final_placement.png
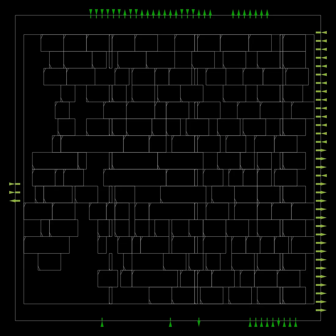
metal_stack.png
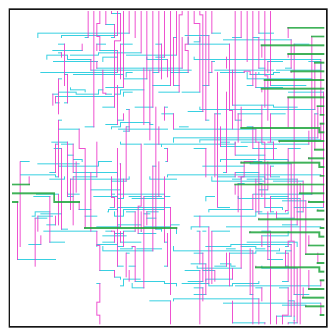
clock_map.png
Bar = 10 um.
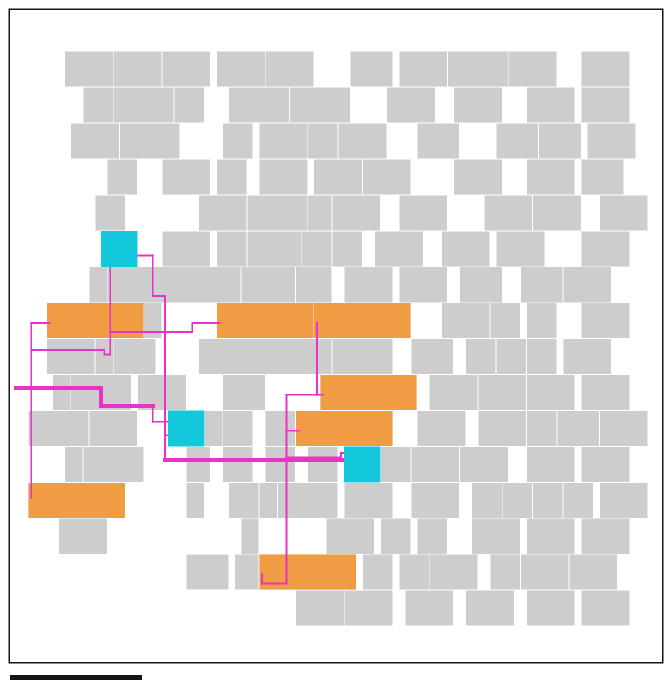
pins.png
Pins as bars across the die edge, other pins in gray.
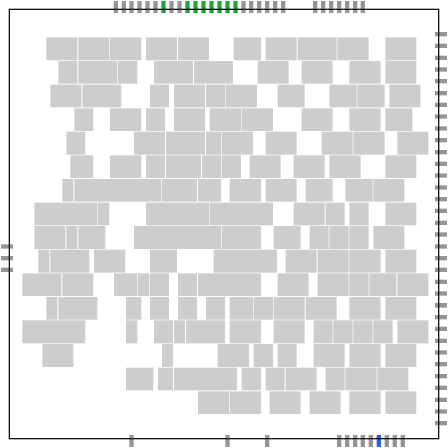
Design mem_arbiter_flat, sky130hd; sources not shown.
==> flow_summary.toml <==
# generated from flow reports
[global_routing]
use_met1_pct = 22.9
grt_pass1_vias = 753
use_met3_pct = 5.61
antenna_found_initial = 0
grt_overflow = 0

[final_timing]
finalCritPeriodShare_pct = 98.0
hold_slack_ns = 0.421
worst_slack_ns = 0.0614
rsz0062_at_grt = "no"

[cts]
clock_sinks = 7
clk_path_buf_depth = 2
holdBufCountCts = 0
postCtsResizedCells = 2

[run]
maxCapViolations = 0

[power_and_ir_drop]
p_leak_nw = 0.715
p_seq_w = 0.000121
seqPwrFrac_pct = 23.9
p_per_area_mw_per_mm2 = 343
p_comb_share_pct = 58.4
intPower_w = 0.000318

[logic_synthesis]
ff_type = "dfxtp_1"
synth_top_area_share_pct = 22.3
ys_area_um2 = 628
mux_share_pct = 3.19
synth_cells = 71
edf_count = 0
top_cells_by_count = "and2_1, a22o_1, and3_1"
syn_nets = 113

[layout]
clkbuf_count = 4
num-fill-cells = 165
final_common_cell = "clkdlybuf4s50_1"
logic_gates = 57

[placement]
place_hpwl_um = 2040
place.gp.congestion = 0.742

[worst_setup_path]
crit_top_cell = "clkdlybuf4s50_1"
critical_path.slowest_cell = "clkdlybuf4s50_1"
start_kind = "primary input"
worstRegToRegCells = 6
rrSetupSlack_ns = 1.40
cp.arrival_ns = 2.44
path_delay_family = "buffers and inverters"

[drt]
drc = 0
highest_layer = "met3"

[die]
chip_area_mm2 = 0.00244

[run_status]
outcome = "finished, final reports clean"
-- final_placement.png (at the start) --
Layout Utilization: 72.2%
final sequential cell count: 7
area of the core: 0.00204 mm^2
Non-Filler Instances: 179

-- metal_stack.png (at the start) --
- met2: magenta (wire length 1240 um)
- met1: cyan (wire length 1060 um)
- met3: green (wire length 191 um)
WL/cell: 13.9 um
GRT Resource Usage Total: 19.8%
Via Count: 830
WL final: 2490 um

-- clock_map.png (at the start) --
- cells driving clock nets: cyan (count 3)
- flip-flops: orange (count 7)
- clock wires: magenta (length 122 um)
- routed clock nets: 4
clock power share: 17.7%
clk_lat worst skew: 0.26 ns

-- pins.png (at the start) --
- bus_IF_valid: blue (pins 1; direction output; edge south)
- bus_MEM_wdata: green (pins 8; direction output; edge north)
Die H: 49.4 um
port bufs: 77
Horiz. Die Dim: 49.4 um

Power and IR drop assume default switching activity.
